run_1/gate_families.png
Bar = 20 µm.
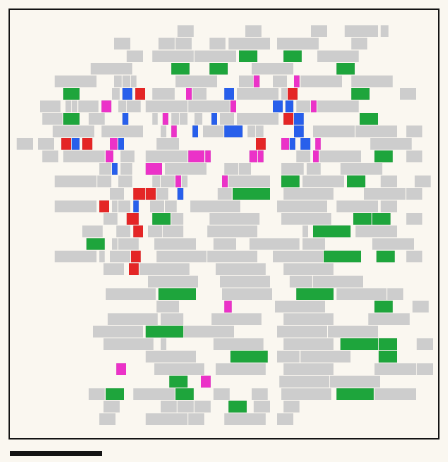
run_1/wire_density.png
19 x 19 tiles, from black (low) to pale yellow (high), scaled to the fullest tile. Values are wire area over tile area, all layers added.
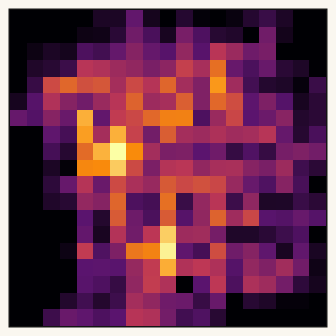
run_1/zoom.png
Bar = 10 µm. Window x 34 to 59, y 15 to 40 µm. Cells in gray, sequential cells in the stronger gray; small squares are vias.
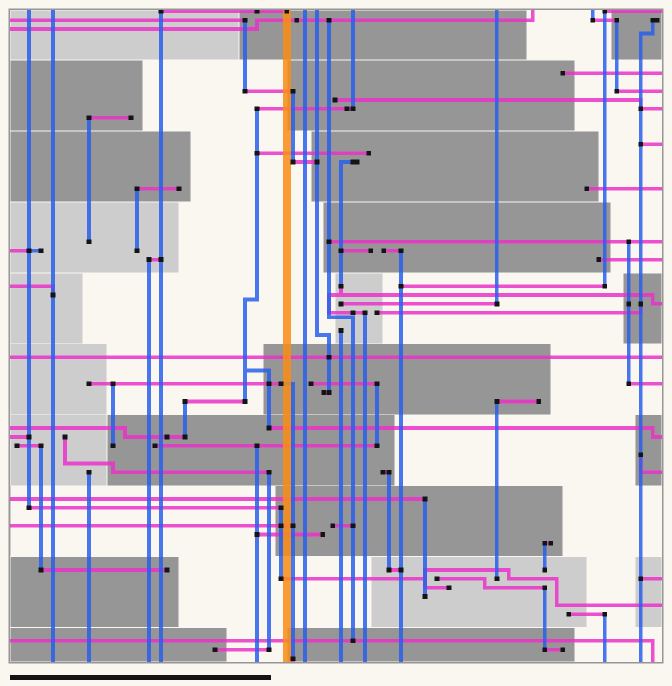
==> config.mk <==
export PLATFORM = sky130hd
export DESIGN_NAME = instr_loader_flat
export DESIGN_NICKNAME = d
export VERILOG_FILES = /design/src/rtl/instr_loader_pkg.sv /design/src/rtl/instr_loader_if.sv /design/src/rtl/instr_loader_fifo.sv /design/src/rtl/instr_loader.sv /design/src/flat_wrapper.sv
export SDC_FILE = /design/constraint.sdc
export NUM_CORES = 1
export LEC_CHECK = 0
export CAP_MARGIN = 20
export CORE_UTILIZATION = 40
export DETAILED_ROUTE_END_ITERATION = 10
export PLACE_DENSITY = 0.63
export SETUP_SLACK_MARGIN = 0.15
export SYNTH_ARGS = -nofsm -noshare
export SYNTH_HDL_FRONTEND = slang
export SYNTH_HIERARCHICAL = 1
export SYNTH_SLANG_ARGS = --single-unit
==> constraint.sdc <==
create_clock -name clk -period 4.3 [get_ports clk]
set_input_delay 0.86 -clock clk [delete_from_list [all_inputs] [get_ports clk]]
set_output_delay 0.86 -clock clk [all_outputs]
set_load 0.03 [all_outputs]
==> impl_metrics.tcl, run 1 <==
# place-and-route summary
set metrics [dict create \
    clock.latency.late_pin_ns 0.34 \
    power_density_mw_per_mm2 726 \
    avgSynthCellArea_um2 14.9 \
    most_common_cell "dfrtp_1" \
    hold_slack_ns 0.317 \
    drv_cap 0 \
    area_leaders "edfxtp_1 33%, dfrtp_1 32%, mux2_2 7.5%" \
    top_power_group "combinational logic" \
    place_hpwl_um 3730 \
    routed-wl-met2_um 2570 \
    cp_data_required_time_ns 3.44 \
    chipArea_mm2 0.00865 \
    grt_util_met3_pct 2.60 \
    antenna_found_initial 0 \
    synthXorXnorAreaFrac_pct 3.44 \
    top_layer "met4" \
    largest_class "sequential cells" \
    cts_resized 0 \
    p_sw_share_pct 35.8 \
    crit_chain "xor2_1 > nor3_2 > nand2_1 > and2_1 > clkdlybuf4s50_1" \
    power.switching_mw 1.05 \
    relSlewSlack_pct 47.5 \
    peakVddDrop_v 0.000323 \
    outcome "finished clean" \
]
## Picture notes: gate_families.png
Key: blue = NAND gates [cells 17, most used nand2_1]; magenta = NOR gates [cells 23, most used nor2_1]; red = AND and OR gates [cells 13, most used and3_1]; green = multiplexers [cells 33, most used mux2_2, where spread over the die]
non-filler instance count after layout: 374
dominant logic cell type in the layout: dfrtp_1
logic share of the area: 27.9%

## Picture notes: wire_density.png
The emptiest ninth of the die: bottom left. The mean over all tiles is 0.097. 20% of the tiles are nearly empty.
gr usage total: 14.4%
DRT Wirelength: 5510 µm
via count: 1,882
DR WL/cell: 14.7 µm

## Picture notes: zoom.png
Key: blue = met2; orange = met4; magenta = met1
15 logic cells have their middle in the window. Sequential cells in the window: 9. Most frequent: edfxtp_1 (9), clkbuf_8 (2), mux4_2 (2).

run_1/final_placement.png
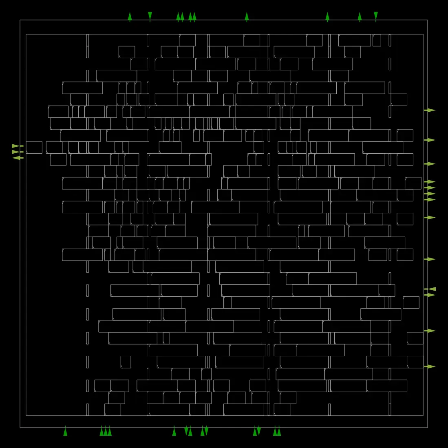

==> run 2: changes to the inputs <==
Settings changed: SLEW_MARGIN set to 20.
Clock period 4.3 ns to 4.8 ns, I/O delays scaled along.
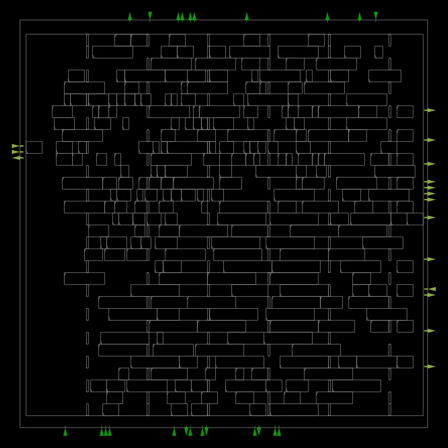
run_2/final_placement.png
Core Util, Final: 50.7%
flop count: 78
core footprint: 0.00789 mm²

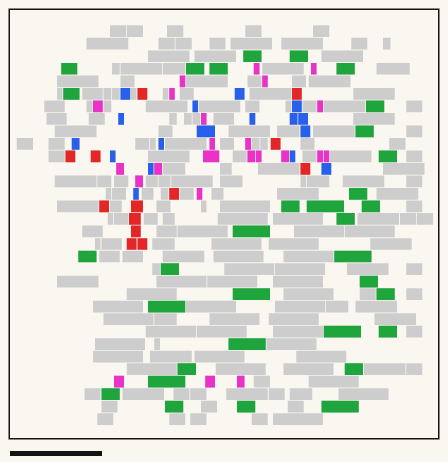
run_2/gate_families.png
Bar = 20 µm.
logic share of the area: 28.0%

==> impl_metrics.tcl, run 2 <==
# place-and-route summary
set metrics [dict create \
    top_layer "met4" \
    grt_util_met3_pct 2.76 \
    power_density_mw_per_mm2 643 \
    most_common_cell "dfrtp_1" \
    cts_resized 0 \
    cp_data_required_time_ns 3.84 \
    outcome "finished clean" \
    place_hpwl_um 3800 \
    largest_class "sequential cells" \
    lay_top_count "dfrtp_1" \
    vias 1924 \
    clock.latency.late_pin_ns 0.34 \
    antenna_found_initial 0 \
    avgSynthCellArea_um2 14.9 \
    crit_chain "xor2_1 > nor3_1 > nand2_1 > and2_1 > clkdlybuf4s50_1" \
    hold_slack_ns 0.507 \
    peakVddDrop_v 0.000222 \
    relSlewSlack_pct 37.9 \
    routed-wl-met2_um 2860 \
    top_power_group "combinational logic" \
]
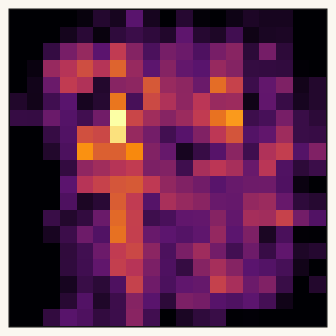
run_2/wire_density.png
19 x 19 tiles, from black (low) to pale yellow (high), scaled to the fullest tile. Values are wire area over tile area, all layers added.
The densest ninth of the die: middle. 19% of the tiles are nearly empty. The fullest tile reaches 0.44. 11% of the tiles are over half the peak.
DR WL/cell: 15.5 µm
DRT Wirelength: 5780 µm

run_2/clock_map.png
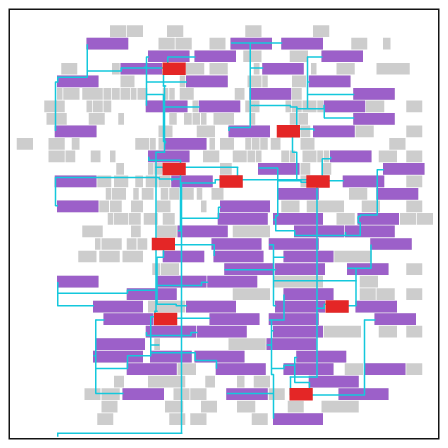

==> run 3: changes to the inputs <==
Settings changed: GPL_TIMING_DRIVEN set to 0.
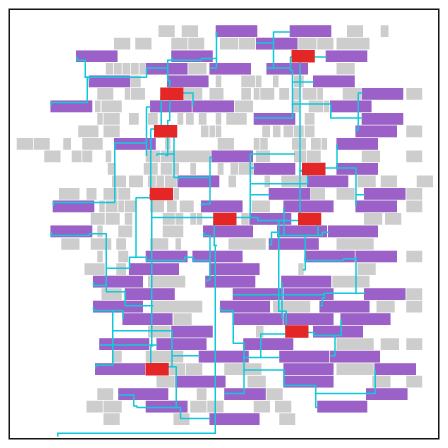
run_3/clock_map.png
Key: purple = flip-flops [count 78]; cyan = clock wires [length 974 µm]; red = cells driving clock nets [count 9]
There are 10 routed clock nets.
Setup Skew: 0.00931 ns
worst-skew pair later-pin latency: 0.35 ns
Clock group: 550 µW

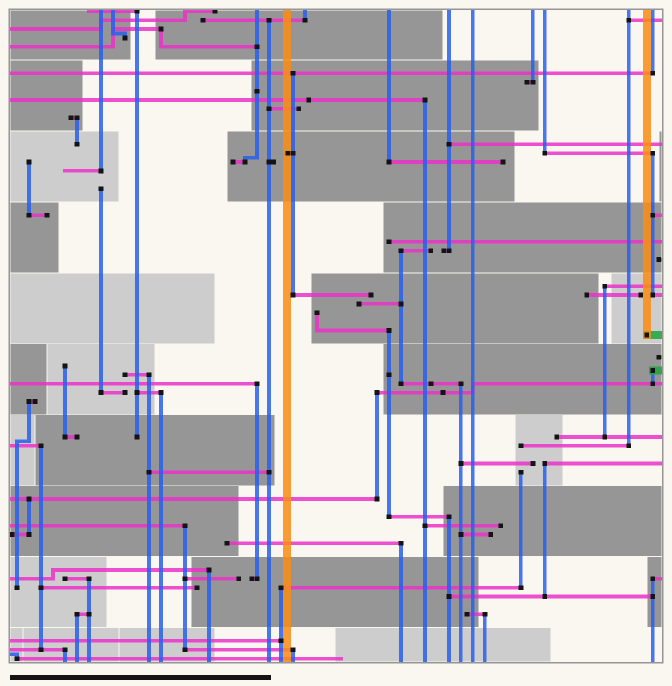
run_3/zoom.png
Bar = 10 µm. Window x 34 to 59, y 15 to 40 µm. Cells in gray, sequential cells in the stronger gray; small squares are vias.

==> impl_metrics.tcl, run 3 <==
# place-and-route summary
set metrics [dict create \
    outcome "finished clean" \
    ff_count 78 \
    final_cell_mix "42 x dfrtp_1, 37 x clkdlybuf4s50_1, 36 x edfxtp_1, 22 x mux2_2, 13 x nor2_1" \
    cts_sinks 78 \
    combPwrFrac_pct 43.0 \
    synthFlopType "dfrtp_1" \
    antenna_found_initial 0 \
    top_layer "met4" \
    power_density_mw_per_mm2 658 \
    routed-wl-met2_um 2700 \
    avgSynthCellArea_um2 14.9 \
    grt_util_met3_pct 2.68 \
    largest_class "sequential cells" \
    synth.cellmix.compoundShare_pct 4.31 \
    die_h_um 93.0 \
    taps 102 \
    vias_per_cell 5.08 \
    holdBufCountCts 0 \
    fp_nets 246 \
    place_hpwl_um 3800 \
    crit_family "simple AND/OR/NAND/NOR gates" \
    fin_nets 296 \
    grt_pass1_vias 1974 \
    clkPwrFrac_pct 20.6 \
    fa_ha_area_share_pct 3.40 \
    nFillCells 685 \
    crit_chain "xor2_1 > buf_2 > nor3_1 > nand2_1 > and2_1 > clkdlybuf4s50_1" \
    cts-root-buf "clkbuf_8" \
    comb_share_pct 27.6 \
    fin_util_pct 51.5 \
    most_common_cell "dfrtp_1" \
    hold_slack_ns 0.510 \
    cp_data_required_time_ns 3.84 \
    coreArea_mm2 0.00789 \
    peakVddDrop_v 0.000253 \
    relSlewSlack_pct 32.4 \
    lay_top_count "dfrtp_1" \
    wl_per_cell_um 14.9 \
    simple_gate_share_pct 8.46 \
    seq-cell-share_pct 52.5 \
]
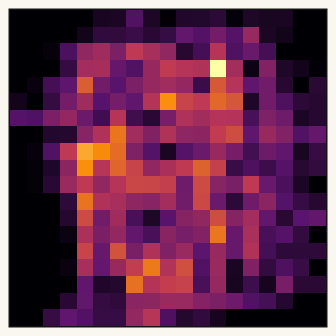
run_3/wire_density.png
19 x 19 tiles, from black (low) to pale yellow (high), scaled to the fullest tile. Values are wire area over tile area, all layers added.
DRT Wirelength: 5660 µm
via count: 1,925

Power figures rest on the tool's default switching activity, not on a simulated workload.
